## config.mk

```make
export PLATFORM = sky130hd
export DESIGN_NAME = lfsr_prbs_gen
export DESIGN_NICKNAME = d
export VERILOG_FILES = /design/src/rtl/lfsr_prbs_gen.sv
export SDC_FILE = /design/constraint.sdc
export NUM_CORES = 1
export LEC_CHECK = 0
export CORE_AREA = 5 5 77 79
export CTS_BUF_LIST = sky130_fd_sc_hd__clkbuf_4 sky130_fd_sc_hd__clkbuf_8
export DETAILED_ROUTE_END_ITERATION = 12
export DIE_AREA = 0 0 82 84
export PLACE_DENSITY = 0.81
export SLEW_MARGIN = 20
export SYNTH_ARGS = -nofsm -noshare
export SYNTH_HDL_FRONTEND = slang
export SYNTH_SLANG_ARGS = --single-unit
```

## constraint.sdc

```tcl
create_clock -name clk -period 3.2 [get_ports clk]
set_input_delay 0.64 -clock clk [delete_from_list [all_inputs] [get_ports clk]]
set_output_delay 0.64 -clock clk [all_outputs]
set_load 0.01 [all_outputs]
```

## src/rtl/lfsr_prbs_gen.sv

```systemverilog
// Fibonacci LFSR pseudo-random generator with a ready/valid output beat,
// run-time seed reload, all-zero lock-up recovery and period measurement.
module lfsr_prbs_gen #(
  parameter int                WIDTH = 8,
  parameter logic [WIDTH-1:0]  TAPS  = 8'hB8,
  parameter logic [WIDTH-1:0]  SEED  = '1,
  parameter int                STEPS = 1,
  parameter int                CNT_W = 16
) (
  input  logic             clk,
  input  logic             rst,
  input  logic             en,
  input  logic             seed_load,
  input  logic [WIDTH-1:0] seed_in,
  input  logic             out_ready,
  output logic             out_valid,
  output logic [WIDTH-1:0] out_data,
  output logic             seed_err,
  output logic             lockup,
  output logic             wrap,
  output logic [CNT_W-1:0] period
);

  // Handshake: a beat transfers on a clock edge where out_valid && out_ready.
  // Once raised, out_valid and out_data stay stable until that transfer.
  typedef enum logic {ST_IDLE, ST_RUN} state_t;

  state_t           state_q, state_d;
  logic [WIDTH-1:0] lfsr_q, lfsr_d;
  logic [WIDTH-1:0] seed_q, seed_d;
  logic [CNT_W-1:0] cnt_q, cnt_d;
  logic [CNT_W-1:0] period_q, period_d;
  logic             seed_err_q, seed_err_d;
  logic             lockup_q, lockup_d;
  logic             wrap_q, wrap_d;

  logic [WIDTH-1:0] adv;
  logic [CNT_W-1:0] cnt_inc;
  logic             accept;

  function automatic logic [WIDTH-1:0] lfsr_step(input logic [WIDTH-1:0] s);
    return {s[WIDTH-2:0], ^(s & TAPS)};
  endfunction

  always_comb begin
    adv = lfsr_q;
    for (int i = 0; i < STEPS; i++) begin
      adv = lfsr_step(adv);
    end
  end

  // Counter saturates at all-ones rather than wrapping.
  assign cnt_inc = (&cnt_q) ? cnt_q : cnt_q + CNT_W'(1);
  assign accept  = (state_q == ST_RUN) && out_ready;

  always_comb begin
    state_d    = state_q;
    lfsr_d     = lfsr_q;
    seed_d     = seed_q;
    cnt_d      = cnt_q;
    period_d   = period_q;
    seed_err_d = 1'b0;
    lockup_d   = 1'b0;
    wrap_d     = 1'b0;

    if (seed_load) begin
      state_d = ST_IDLE;
      cnt_d   = '0;
      if (seed_in == '0) begin
        lfsr_d     = SEED;
        seed_d     = SEED;
        seed_err_d = 1'b1;
      end else begin
        lfsr_d = seed_in;
        seed_d = seed_in;
      end
    end else if (lfsr_q == '0) begin
      lfsr_d   = SEED;
      lockup_d = 1'b1;
      cnt_d    = '0;
    end else begin
      case (state_q)
        ST_IDLE: begin
          if (en) state_d = ST_RUN;
        end
        ST_RUN: begin
          if (accept) begin
            lfsr_d = adv;
            if (!en) state_d = ST_IDLE;
            if (adv == seed_q) begin
              wrap_d   = 1'b1;
              period_d = cnt_inc;
              cnt_d    = '0;
            end else begin
              cnt_d = cnt_inc;
            end
          end
        end
        default: state_d = ST_IDLE;
      endcase
    end
  end

  always_ff @(posedge clk or posedge rst) begin
    if (rst) begin
      state_q    <= ST_IDLE;
      lfsr_q     <= SEED;
      seed_q     <= SEED;
      cnt_q      <= '0;
      period_q   <= '0;
      seed_err_q <= 1'b0;
      lockup_q   <= 1'b0;
      wrap_q     <= 1'b0;
    end else begin
      state_q    <= state_d;
      lfsr_q     <= lfsr_d;
      seed_q     <= seed_d;
      cnt_q      <= cnt_d;
      period_q   <= period_d;
      seed_err_q <= seed_err_d;
      lockup_q   <= lockup_d;
      wrap_q     <= wrap_d;
    end
  end

  assign out_valid = (state_q == ST_RUN);
  assign out_data  = lfsr_q;
  assign seed_err  = seed_err_q;
  assign lockup    = lockup_q;
  assign wrap      = wrap_q;
  assign period    = period_q;

endmodule

```

**Run 1: wire density map**

The die is cut into 16 by 17 equal tiles; dark purple is low, yellow is high, scaled to the fullest tile. Values are wire area over tile area, all layers added.
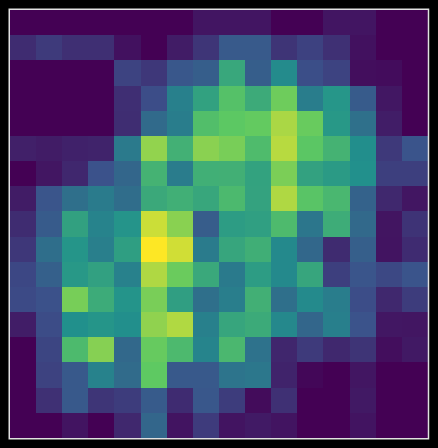
mean over tiles: 0.13
tiles over half the peak: 27%
nearly empty tiles: 18%
densest ninth of the die: middle
emptiest ninth of the die: top left
average wire per standard cell: 15.12 um
via count: 2196
all-layer global routing usage: 18.53%
Post-Route WL: 5942 um

**Run 1: routed metal, one color a layer**

Two of the layers only.
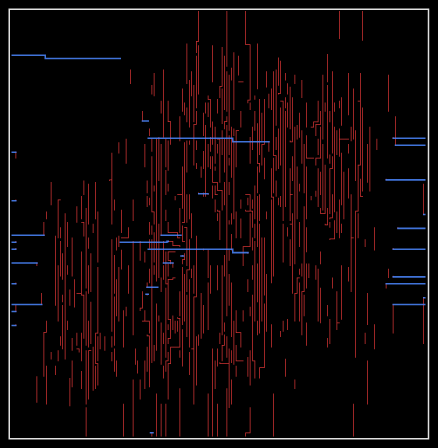
| color | layer | wire length |
|---|---|---|
| red | M2 | 2880 um |
| blue | M3 | 161 um |

**Run 1: sequential cells colored by netlist name**

The bar under the picture is 20 um long. Other sequential cells in the stronger gray, the rest of the logic in the fainter gray.
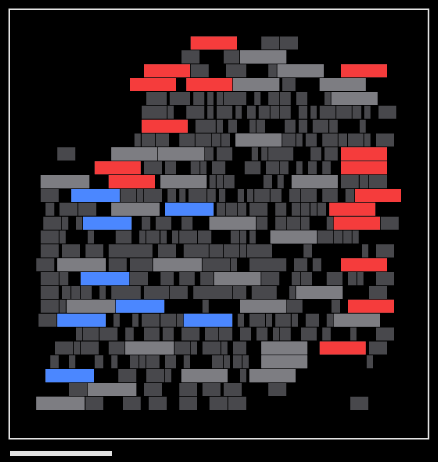
| color | signal | placed flops |
|---|---|---|
| blue | seed_q | 8 |
| red | period | 16 |
not colored: 28
Sequential Area: 0.001321 sq mm
fraction of standard cell area that is sequential: 39.67%
Final Util: 63.20%

**Run 1: clock wiring as the flow saved it**

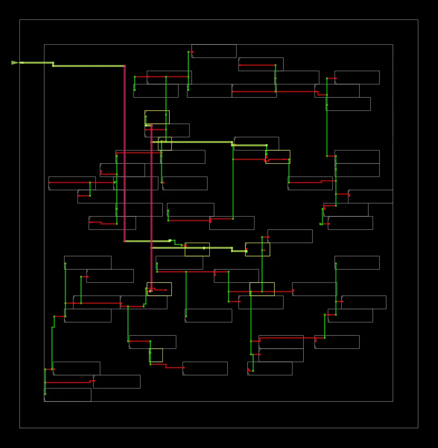
number of clock-tree buffers in the layout: 7
setup clock skew after layout: 0.008909 ns
clk sink count: 52
number of buffers added by the clock tree synthesis step: 5
clock group total power: 397 uW

==> PnR_summary.wiki, run 1 <==
== Implementation results ==
{| class="wikitable"
! Metric !! Value
|-
| Result of the run || completed
|-
| Simple-gate share of the synthesized area || 18.26%
|-
| Met1 capacity usage during global routing || 26.52%
|-
| Vias/cell || 5.588
|-
| Area of all placed cells without fillers || roughly 0.0033 sq mm
|-
| Tightest slew margin relative to the limit || 60.65%
|-
| Prevailing post-synth register cell || dfrtp_1
|-
| Biggest fanout along the worst timing path || 26
|-
| Number of antenna diodes || 0
|-
| Post-synth ARST share || 100.0%
|-
| Commonest non-fill, non-tap cells in the layout || clkdlybuf4s50_1 (40), dfrtp_1 (36), nor2_1 (32)
|-
| Slack of the worst reg-to-reg path || 0.66 ns
|-
| Top cells by area, synth || dfrtp_1 (33%), dfstp_2 (15%), mux2i_1 (6.9%), a21oi_1 (4.4%), nor2_1 (4.4%)
|-
| Sequential element share of the synthesized area || 48.09%
|-
| Count of standard-cell rows || 27
|-
| Post-CTS Repair Setup Buffers || 0
|-
| DIE AREA || 0.006888 sq mm
|-
| Final setup violation count || 0
|-
| Maximum count of clock buffers along a single path || 2
|-
| Deepest level of the CTS H-tree || 2
|-
| Ports placed on the boundary || 41
|-
| TNS Setup || 0 ns
|-
| Critical-path cell list || inv_1 > ha_1 > xnor3_2 > xnor2_2 > o31ai_4 > buf_4 > o21ai_1 > mux2_2
|-
| Net count entering floorplan || 293
|-
| Tool Warnings || 26
|-
| Worst EP required || 3.40 ns
|-
| Sequential share of power || a little over half
|-
| MI comb area || 0.001334 sq mm
|-
| Total iterations of the first detailed-routing run || 4
|-
| Summed instance area of the synthesized netlist || around 0.0027 sq mm
|-
| Flip-flops with a built-in enable || 0
|-
| Post-synthesis mux area share || 8.561%
|-
| Endpoint arrival time on the critical path || 2.74 ns
|-
| Static Leak || 1.437 nW
|-
| Combinational gates || 207
|-
| Final non-clock buffer share || 13.75%
|-
| Signal buffers || 46
|-
| Net switching power figure || 390.6 uW
|-
| Count of inverters not on the clock network in the layout || 8
|-
| Buffer and inverter count on the worst path || 2
|-
| Clock power frac || 27.4%
|}
**Run 1: cell area per tile**

The bar under the picture is 20 um long. The die is cut into 8 by 8 equal tiles; dark purple is low, yellow is high, 0 to 100% covered.
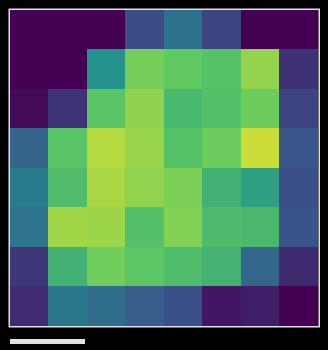

==> run 1 -> run 2 <==
--- a/config.mk
+++ b/config.mk
@@ -5,11 +5,11 @@
 export SDC_FILE = /design/constraint.sdc
 export NUM_CORES = 1
 export LEC_CHECK = 0
-export CORE_AREA = 5 5 77 79
+export CORE_AREA = 5 5 80 82
 export CTS_BUF_LIST = sky130_fd_sc_hd__clkbuf_4 sky130_fd_sc_hd__clkbuf_8
 export DETAILED_ROUTE_END_ITERATION = 12
-export DIE_AREA = 0 0 82 84
-export PLACE_DENSITY = 0.81
+export DIE_AREA = 0 0 85 87
+export PLACE_DENSITY = 0.79
 export SLEW_MARGIN = 20
 export SYNTH_ARGS = -nofsm -noshare
 export SYNTH_HDL_FRONTEND = slang
==> constraint.sdc (replaced) <==
create_clock -name clk -period 2.09 [get_ports clk]
set_input_delay 0.418 -clock clk [delete_from_list [all_inputs] [get_ports clk]]
set_output_delay 0.418 -clock clk [all_outputs]
set_load 0.01 [all_outputs]
**Run 2: cell area per tile**

The bar under the picture is 20 um long. The die is cut into 8 by 9 equal tiles; dark purple is low, yellow is high, 0 to 100% covered.
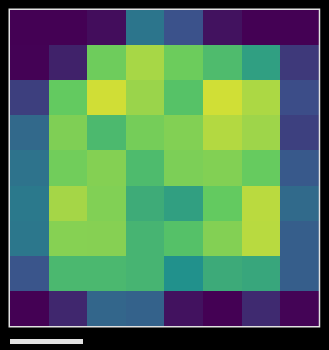
emptiest ninth of the die: top left
tiles over 75% full: 36%
densest ninth of the die: middle
share of the core filled by cells before placement: 48.41%
area inside the core boundary: 0.005675 sq mm
Final Util: 67.99%

==> PnR_summary.wiki, run 2 <==
== Implementation results ==
{| class="wikitable"
! Metric !! Value
|-
| Number of clock-tree buffers in the layout || 6 (-1)
|-
| Sequential Area || 0.001321 sq mm (unchanged)
|-
| Post-synth ARST share || 100.0% (unchanged)
|-
| Top cells by area, synth || dfrtp_1 (33%), dfstp_2 (15%), mux2i_1 (6.9%), a21oi_1 (4.4%), nor2_1 (4.4%)
|-
| Commonest non-fill, non-tap cells in the layout || clkdlybuf4s50_1 (40), dfrtp_1 (36), nand2_1 (29), buf_4 (29), nor2_1 (25)
|-
| Clk sink count || 52 (unchanged)
|-
| Biggest fanout along the worst timing path || 4 (-85%)
|-
| Endpoint arrival time on the critical path || 2.41 ns (-0.33 ns)
|-
| Sequential share of power || 48.1% (-4.8 points)
|-
| Post-Route WL || 6950 um (+17%)
|-
| Maximum count of clock buffers along a single path || 2 (unchanged)
|-
| Worst EP required || 2.28 ns (-1.12 ns)
|-
| Number of antenna diodes || 0 (unchanged)
|-
| Setup ws final || -0.1292 ns
|-
| Count of inverters not on the clock network in the layout || 8 (unchanged)
|-
| Buffer and inverter count on the worst path || 3 (+1)
|-
| Prevailing post-synth register cell || dfrtp_1
|-
| Area of all placed cells without fillers || 0.003859 sq mm (+16%)
|-
| Post-CTS Repair Setup Buffers || 4 (+4)
|-
| TNS Setup || -2.445 ns (-2.445 ns)
|-
| Static Leak || 1.662 nW (+16%)
|-
| Count of standard-cell rows || 28 (+3.7%)
|-
| Sequential element share of the synthesized area || 48.09% (unchanged)
|-
| Clock group total power || 701 uW (+77%)
|-
| Result of the run || complete, but fails checks
|-
| Net count entering floorplan || 293 (unchanged)
|-
| Final non-clock buffer share || 20.07% (+6.3 points)
|-
| Via count || 2384 (+8.6%)
|-
| Summed instance area of the synthesized netlist || 0.002748 sq mm (unchanged)
|-
| Fraction of standard cell area that is sequential || 34.24% (-5.4 points)
|-
| MI comb area || 0.001528 sq mm (+15%)
|-
| Tool Warnings || 29 (+12%)
|-
| Clock power frac || 29.0% (+1.6 points)
|-
| Total iterations of the first detailed-routing run || 4 (unchanged)
|-
| Signal buffers || 81 (+76%)
|-
| Deepest level of the CTS H-tree || 2 (unchanged)
|-
| Violated checks || negative setup slack
|-
| Final setup violation count || 32 (+32)
|-
| Tightest slew margin relative to the limit || 59.83% (-0.82 points)
|-
| Critical-path cell list || inv_2 > ha_4 > xnor3_2 > xnor2_4 > o31ai_4 > buf_6 > buf_6 > a21oi_2 > o22a_1
|-
| Average wire per standard cell || 16.13 um (+6.7%)
|-
| Slack of the worst reg-to-reg path || -0.13 ns (-0.79 ns)
|-
| Met1 capacity usage during global routing || 22.19% (-4.3 points)
|-
| Simple-gate share of the synthesized area || 18.26% (unchanged)
|-
| DIE AREA || 0.007395 sq mm (+7.4%)
|}
==> run 2 -> run 3 <==
--- a/config.mk
+++ b/config.mk
@@ -9,6 +9,7 @@
 export CTS_BUF_LIST = sky130_fd_sc_hd__clkbuf_4 sky130_fd_sc_hd__clkbuf_8
 export DETAILED_ROUTE_END_ITERATION = 12
 export DIE_AREA = 0 0 85 87
+export GPL_ROUTABILITY_DRIVEN = 0
 export PLACE_DENSITY = 0.79
 export SLEW_MARGIN = 20
 export SYNTH_ARGS = -nofsm -noshare
**Run 3: clock wiring as the flow saved it**

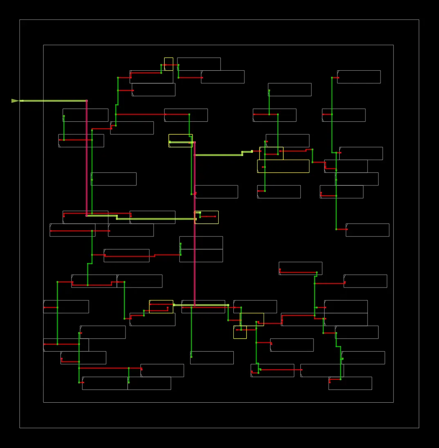
clock insertion delay at the later pin of the skew report: 0.31 ns
total number of sequential cells: 52

==> PnR_summary.wiki, run 3 <==
== Implementation results ==
{| class="wikitable"
! Metric !! Value
|-
| Setup ws final || -0.1292 ns (unchanged)
|-
| Clk sink count || 52 (unchanged)
|-
| Total iterations of the first detailed-routing run || 4 (unchanged)
|-
| Simple-gate share of the synthesized area || 18.26% (unchanged)
|-
| Number of clock-tree buffers in the layout || 6 (unchanged)
|-
| Share of the core filled by cells before placement || 48.41% (unchanged)
|-
| Count of standard-cell rows || 28 (unchanged)
|-
| Critical-path cell list || inv_2 > ha_4 > xnor3_2 > xnor2_4 > o31ai_4 > buf_6 > buf_6 > a21oi_2 > o22a_1
|-
| Final setup violation count || 32 (unchanged)
|-
| Top cells by area, synth || dfrtp_1 (33%), dfstp_2 (15%), mux2i_1 (6.9%), a21oi_1 (4.4%), nor2_1 (4.4%)
|-
| Number of antenna diodes || 0 (unchanged)
|-
| Slack of the worst reg-to-reg path || -0.13 ns (about the same)
|-
| Endpoint arrival time on the critical path || 2.41 ns (about the same)
|-
| Maximum count of clock buffers along a single path || 2 (unchanged)
|-
| Sequential share of power || 48.1% (about the same)
|-
| Violated checks || negative setup slack
|-
| Static Leak || 1.662 nW (unchanged)
|-
| Clock group total power || 701 uW (about the same)
|-
| Result of the run || complete, but fails checks
|-
| Final non-clock buffer share || 20.07% (unchanged)
|-
| Sequential element share of the synthesized area || 48.09% (unchanged)
|-
| Buffer and inverter count on the worst path || 3 (unchanged)
|}
Power is estimated from default activity; no workload was simulated.
